### Close-up of the layout, run 1

Region (28, 28) to (68, 68) um. Cells in gray, sequential cells in the stronger gray; small squares are vias.
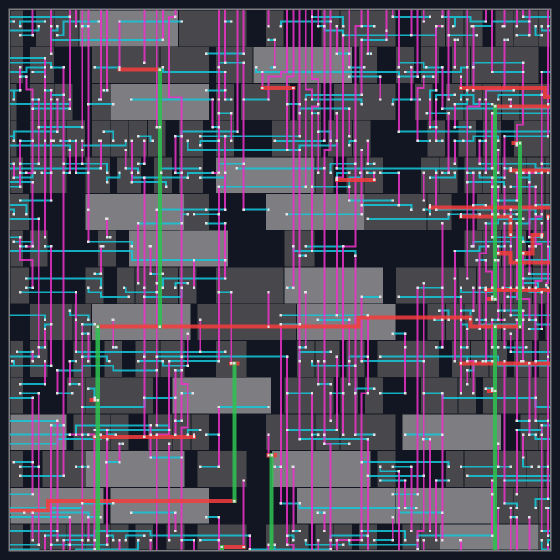
### Placement view, run 1

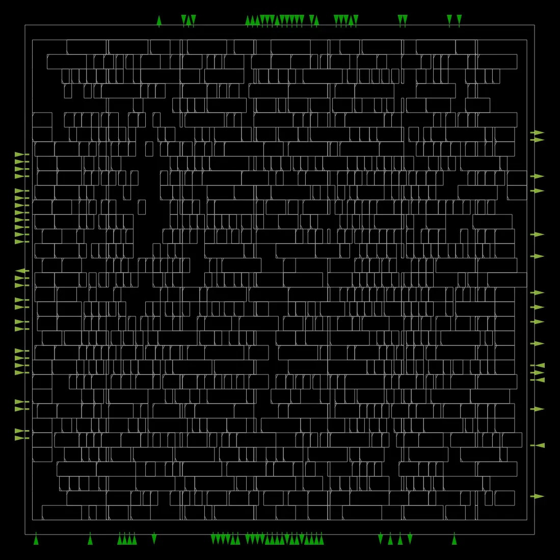
### Routed metal, one color a layer, run 1

Drawn at 4 px/um. Two of the layers only.
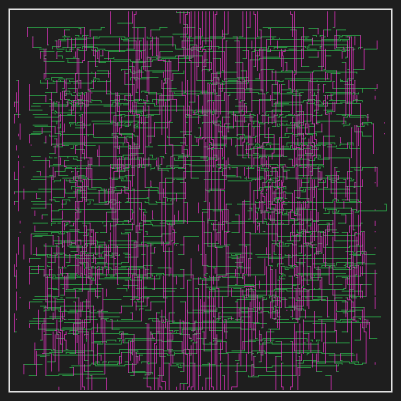
--- config.mk ---
export PLATFORM = sky130hd
export DESIGN_NAME = adder_pipe
export DESIGN_NICKNAME = d
export VERILOG_FILES = /design/src/rtl/adder_pipe.sv
export SDC_FILE = /design/constraint.sdc
export NUM_CORES = 1
export LEC_CHECK = 0
export ABC_AREA = 1
export CAP_MARGIN = 5
export CORE_UTILIZATION = 56
export DETAILED_ROUTE_END_ITERATION = 7
export GPL_TIMING_DRIVEN = 0
export PLACE_DENSITY_LB_ADDON = 0.25
export REMOVE_ABC_BUFFERS = 1
export SLEW_MARGIN = 15
export SYNTH_ARGS = -nofsm -noshare
export SYNTH_HDL_FRONTEND = slang
export SYNTH_SLANG_ARGS = --single-unit
--- constraint.sdc ---
create_clock -name clk -period 5.5 [get_ports clk]
set_clock_uncertainty 0.05 [all_clocks]
set_input_delay 1.375 -clock clk [delete_from_list [all_inputs] [get_ports clk]]
set_output_delay 1.375 -clock clk [all_outputs]
set_load 0.05 [all_outputs]
--- src/rtl/adder_pipe.sv ---
// rtl/adder_pipe.sv - pipelined chunked adder with valid/ready handshake; optional ovf via ADDER_PIPE_SIGNED_OVF_EN
module adder_pipe #(
    parameter int WIDTH   = 32,
    parameter int STAGES  = 2,
    parameter int HAS_CIN = 0
) (
    input  logic             clk,
    input  logic             rst,
    input  logic             in_valid,
    output logic             in_ready,
    input  logic [WIDTH-1:0] a,
    input  logic [WIDTH-1:0] b,
    input  logic             cin,
    output logic             out_valid,
    input  logic             out_ready,
    output logic [WIDTH:0]   sum
`ifdef ADDER_PIPE_SIGNED_OVF_EN
    ,
    output logic             ovf
`endif
);

    localparam int CHUNK = (WIDTH + STAGES - 1) / STAGES;
    localparam int LAST  = STAGES - 1;

    // Stage registers: k holds the transaction after chunk k has been added.
    logic [STAGES-1:0]            v_q;
    logic [STAGES-1:0][WIDTH-1:0] a_q;
    logic [STAGES-1:0][WIDTH-1:0] b_q;
    logic [STAGES-1:0][WIDTH-1:0] s_q;
    logic [STAGES-1:0]            c_q;

    // Inputs seen by each stage (operands for stage 0, previous stage otherwise).
    logic [STAGES-1:0]            src_v;
    logic [STAGES-1:0][WIDTH-1:0] src_a;
    logic [STAGES-1:0][WIDTH-1:0] src_b;
    logic [STAGES-1:0][WIDTH-1:0] src_s;
    logic [STAGES-1:0]            src_c;

    // Next-state of each stage after its chunk add.
    logic [STAGES-1:0][WIDTH-1:0] nxt_s;
    logic [STAGES-1:0]            nxt_c;

    logic en;
    logic cin_eff;
    logic unused_sink;

    assign cin_eff = (HAS_CIN != 0) ? cin : 1'b0;

    // The whole pipe advances together; a full pipe stalls only when the
    // output is held, so in_ready never depends on in_valid.
    assign en        = !v_q[LAST] || out_ready;
    assign in_ready  = en;
    assign out_valid = v_q[LAST];
    assign sum       = {c_q[LAST], s_q[LAST]};

`ifdef ADDER_PIPE_SIGNED_OVF_EN
    // Operands travel with the transaction, so their signs are available at
    // the output stage without extra registers.
    assign ovf = (a_q[LAST][WIDTH-1] == b_q[LAST][WIDTH-1]) &&
                 (s_q[LAST][WIDTH-1] != a_q[LAST][WIDTH-1]);
`endif

    // Processed operand bits are carried but not consumed downstream.
    assign unused_sink = ^{cin, a_q, b_q};

    genvar k;
    generate
        for (k = 0; k < STAGES; k++) begin : g_stage
            localparam int LO = k * CHUNK;

            if (k == 0) begin : g_src_in
                assign src_v[k] = in_valid;
                assign src_a[k] = a;
                assign src_b[k] = b;
                assign src_s[k] = '0;
                assign src_c[k] = cin_eff;
            end else begin : g_src_prev
                assign src_v[k] = v_q[k-1];
                assign src_a[k] = a_q[k-1];
                assign src_b[k] = b_q[k-1];
                assign src_s[k] = s_q[k-1];
                assign src_c[k] = c_q[k-1];
            end

            if (LO < WIDTH) begin : g_add
                localparam int HI = (LO + CHUNK > WIDTH) ? WIDTH - 1 : LO + CHUNK - 1;
                localparam int CW = HI - LO + 1;
                localparam logic [WIDTH-1:0] MASK = ({WIDTH{1'b1}} >> (WIDTH - CW)) << LO;

                logic [CW:0] part;

                assign part = {1'b0, src_a[k][HI:LO]} + {1'b0, src_b[k][HI:LO]} +
                              {{CW{1'b0}}, src_c[k]};
                assign nxt_s[k] = (src_s[k] & ~MASK) | (WIDTH'(part[CW-1:0]) << LO);
                assign nxt_c[k] = part[CW];
            end else begin : g_forward
                // Empty trailing chunk when WIDTH does not fill every stage.
                assign nxt_s[k] = src_s[k];
                assign nxt_c[k] = src_c[k];
            end
        end
    endgenerate

    // Shift every stage on enable; reset clears valids and all data.
    always_ff @(posedge clk) begin
        if (rst) begin
            v_q <= '0;
            a_q <= '0;
            b_q <= '0;
            s_q <= '0;
            c_q <= '0;
        end else if (en) begin
            v_q <= src_v;
            a_q <= src_a;
            b_q <= src_b;
            s_q <= nxt_s;
            c_q <= nxt_c;
        end
    end

endmodule

==> out/results.txt, run 1 <==
status - complete, no violations
Layout clock area frac - 0.02911
multi-input combinational cell count - 521
fin nets - 950
Top cell excl fill/tap - nand2_1
slowest cell delay on critical path - 0.85 ns
remaining antenna violation count - 0
Power Internal - 1.037 mW
total negative setup slack - 0 ns
top routing layer in use - met4
CTS resizes - 0
Core ar. - 8299 sq um
P&R area growth vs syn - 26.18%
Largest type area fraction - 0.3452
number of diodes - 0
initial antenna violation count - 0
mux contribution to synthesized area - 0
r2r endpoint - sum[28]
CTS Root Cell - clkbuf_8
worst hold path startpoint - v_q[0]
cell with the most instances after synthesis - nand2_1
Cell Count, Final, Fillers Out - 957
first-pass GRT wire length - 19.04 mm
largest family of logic cells by area - simple AND/OR/NAND/NOR gates
vias in the first global route - 4568
Post-synth regs - 84
crit-path max FO - 63
M2 GR Usage - 0.4976
nonclk inv count - 127
Hold Path End - v_q[0]
clk latency late pin - 0.35 ns
Hold Fails Final Rpt - 0
Power Total - 1.586 mW
Post CTS Setup Buffer Count - 0
sw power - 548.7 uW
switch share - 0.3460
DP Wirelength - 8.032 mm
worst reg2reg path startpoint - a_q[16]
final worst path period share - 0.9482
Tool Warnings - 26
Finished Core Util - 0.7405
clock-net power - 403 uW
combinational power share - 0.305
top cells by count - 177 x nand2_1, 126 x inv_1, 125 x nor2_1, 84 x dfxtp_1, 73 x o21ai_0
Critical Path End Type - output port
Dominant flop cell - dfxtp_1
final hold slack - 0.4192 ns
Non-clk bufs - 104
Comb power - 483 uW
synthesized area - 4871 sq um
DRT Wirelength - 11.18 mm
ys cells - 757
Top power group - registers
Seq area share - 0.2736
MI comb area - 2614 sq um
EDFF count, synth - 0
Reg area - 1682 sq um
maxcap violations - 0
PnR worst setup slack - 0.2848 ns
GRT Util Overall - 0.2646
Worst path top cell family by delay - buffers and inverters
Largest register FFs - 32
-- 'Close-up of the layout' (at the start) --
- green: M4
- red: M3
- cyan: M1
- magenta: M2
- most frequent: nand2_1 (42), nor2_1 (31), inv_1 (29)
- netlist names of flops here include: a_q (5), b_q (5), s_q (5)
- sequential cells in the window: 20
- cells with their middle in the window: 184

-- 'Placement view' (at the start) --
Fillers: 672
Well Taps: 105
Flops: 84

-- 'Routed metal, one color a layer' (at the start) --
- magenta: M2 (wire length 5790 um)
- green: M1 (wire length 4760 um)

==> run 1 -> run 2 <==
- CAP_MARGIN: 5 -> not set
- CORE_UTILIZATION: 56 -> 57
- CTS_CLUSTER_DIAMETER: not set -> 40
- DONT_BUFFER_PORTS: not set -> 1
### Placement view, run 2

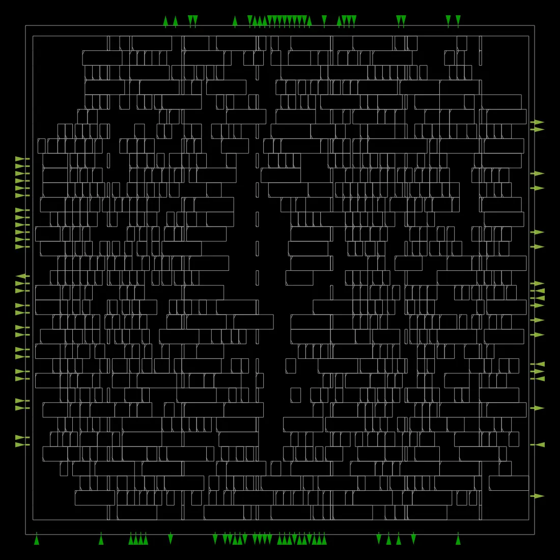
row count: 33
Cell Count, Final, Fillers Out: 854
Core ar.: 8258 sq um
Fillers: 818

### Routed metal, one color a layer, run 2

Drawn at 4 px/um. Two of the layers only.
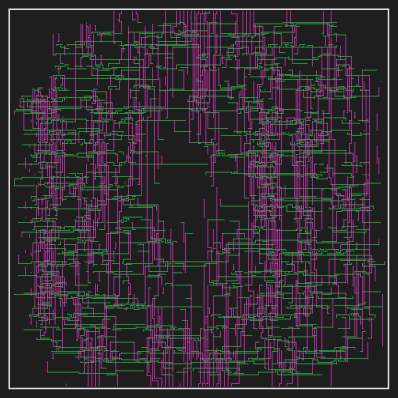
post-DR wirelength/cell: 11.90 um
Via Count: 4380
DRT Wirelength: 10.17 mm
GRT Util Overall: 0.2436

==> run 2 against run 1 <==
Synthesized cell count stayed put. First-iteration DRC count decreased by 19%. Sequential share of layout area grew 5.3 points. Clock power up 7.2%. Core utilization is 12 points lower. Combinational power decreased by 41%. Fmax is 42% higher. Via count shrank 9.1%. Worst setup slack improved by 1.5 ns. Total power fell by 4.5%. Die area down 1.7%. Hold slack worse by 0.0040 ns. Critical endpoint unchanged. Largest cell class unchanged. Largest power group unchanged.
==> out/results.txt, run 2 <==
Layout clock area frac - 0.03748 (+0.008366)
met3 usage - 0.05797
clk latency late pin - 0.35 ns (about the same)
P&R area growth vs syn - 5.548%
Yosys Warn Count - 0
# IOs - 104
sw power - 526.1 uW (-4.1%)
M2 GR Usage - 0.4432 (-0.05438)
Non-clk bufs - 3 (-97%)
Seq area share - 0.3271 (+0.05347)
DRC viols - 0
post-route cell area - 5141 sq um
AND-OR/OR-AND Cells, Area Fraction - 0.1187
Post CTS Setup Buffer Count - 0 (unchanged)
Power Total - 1.515 mW (-4.5%)
Hold Fails Final Rpt - 0 (unchanged)
Top power group - registers
clock-net power - 432 uW (+7.2%)
DP Wirelength - 7.529 mm (-6.3%)
clock network power share - 0.285
count of cell types in the netlist - 28
Final min period - 3.666 ns
worst hold path startpoint - v_q[0]
die height - 94.44 um
Routed met1 length - 4.241 mm
CP Buf/Inv Count - 2
H-Tree Depth - 3
sequential logic power - 797 uW
PnR worst setup slack - 1.834 ns (+1.549 ns)
combinational power share - 0.189 (-0.116)
top cells by count - 177 x nand2_1, 126 x inv_1, 125 x nor2_1, 84 x dfxtp_1, 73 x o21ai_0
fp util - 0.5898
remaining antenna violation count - 0 (unchanged)
Post-Synthesis Cells - 757
ys cells - 757 (unchanged)
relative max-transition margin - 0.6192
Largest cells by area - dfxtp_1 35%, nand2_1 14%, inv_1 9.7%, nor2_1 9.6%, ha_1 8.0%
Dominant flop cell - dfxtp_1
Well Taps - 105 (unchanged)
Max VDD drop - 0.1134 mV
Iter 0 DRT Violations - 128
r2r endpoint - sum[23]
status - complete, no violations
number of diodes - 0 (unchanged)
Post-synth regs - 84 (unchanged)
PwrDens - 294.6 nW/um^2
largest family of logic cells by area - simple AND/OR/NAND/NOR gates
crit start category - input pin
Largest register FFs - 32 (unchanged)
Worst path top cell family by delay - buffers and inverters
clk sinks - 84
CP max-delay cell - nor2_4
first-pass GRT wire length - 17.20 mm (-9.7%)
final worst path period share - 0.6665 (-0.2817)
slowest cell delay on critical path - 0.33 ns (-0.52 ns)
asr flop ratio synth - 0
gr ovfl total - 0
Hold Path End - v_q[0]
total negative setup slack - 0 ns (unchanged)
CP Class - input pin to output port
WP depth - 3
fin nets - 847 (-11%)
CTS Root Cell - clkbuf_8
Power Internal - 988.6 uW (-4.7%)
Most Used Layer, Global Route - met2
Tool Warnings - 26 (unchanged)
crit-path max FO - 45 (-29%)
worst reg2reg path startpoint - v_q[1]
Critical Path End Type - output port
Finished Core Util - 0.6226 (-0.1180)
Peak Freq - 272.8 MHz
CP Data Required Time - 4.07 ns
vias in the first global route - 4002 (-12%)
Top cell excl fill/tap - nand2_1
Reg area - 1682 sq um (unchanged)
EDFF count, synth - 0 (unchanged)
Post-Synth Simple-Gate Area - 0.3044
# setup viols final - 0
nonclk inv count - 127 (unchanged)
pin count of the biggest net entering global routing - 64
yosys xor share - 0.01798
met1 Usage GRT - 0.2647
top routing layer in use - met4
final hold slack - 0.4152 ns (-0.003992 ns)
CTS buffer count - 9
Largest type area fraction - 0.3452 (unchanged)
mux contribution to synthesized area - 0 (unchanged)
cell with the most instances after synthesis - nand2_1
Cell Count Post-Placement - 837
CP arrival - 2.24 ns
MI comb area - 2596 sq um (-0.67%)
maxcap violations - 0 (unchanged)
Comb power - 286 uW (-41%)
Cell Area, Placed - 4928 sq um
met3 wire length - 413 um
CTS resizes - 0 (unchanged)
Slew @ Worst Pin - 0.5712 ns
first drt pass iteration count - 4
chip area - 8919 sq um
Seq share, synth - 0.3452
WL met2 - 5.183 mm
Pleak - 2.966 nW
Adder Area Share - 0.09196
maximum buffer depth of the clock tree - 2
area leader, netlist - dfxtp_1
multi-input combinational cell count - 519 (-0.38%)
r2r worst-path depth - 8
share of cells above drive strength 1 - 0.03071
Flops - 84 (unchanged)
DR vias/cell - 5.129
non-clk buf share - 0.01168
pre-CTS setup slack - 1.250 ns
switch share - 0.3473 (+0.001295)
initial antenna violation count - 0 (unchanged)
synthesized area - 4871 sq um (unchanged)
RSZ-0062 raised after global routing - no
Worst setup endpoint - in_ready
largest cell class by area - multi-input combinational cells
### Pin placement, run 2

Drawn at 4 px/um. Pins as bars across the die edge, other pins in gray.
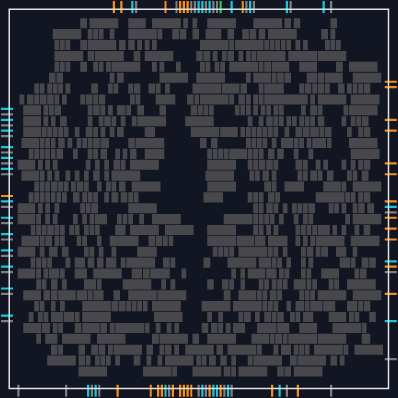
- cyan: b (pins 32; direction input; edge 13 left, 8 bottom, 8 top, 3 right)
- orange: sum (pins 33; direction output; edge 13 bottom, 12 right, 7 top, 1 left)
- green: out_valid (pins 1; direction output; edge top)
- all pins by edge: 32 bottom, 27 left, 27 top, 18 right

Power is estimated from default activity; no workload was simulated.
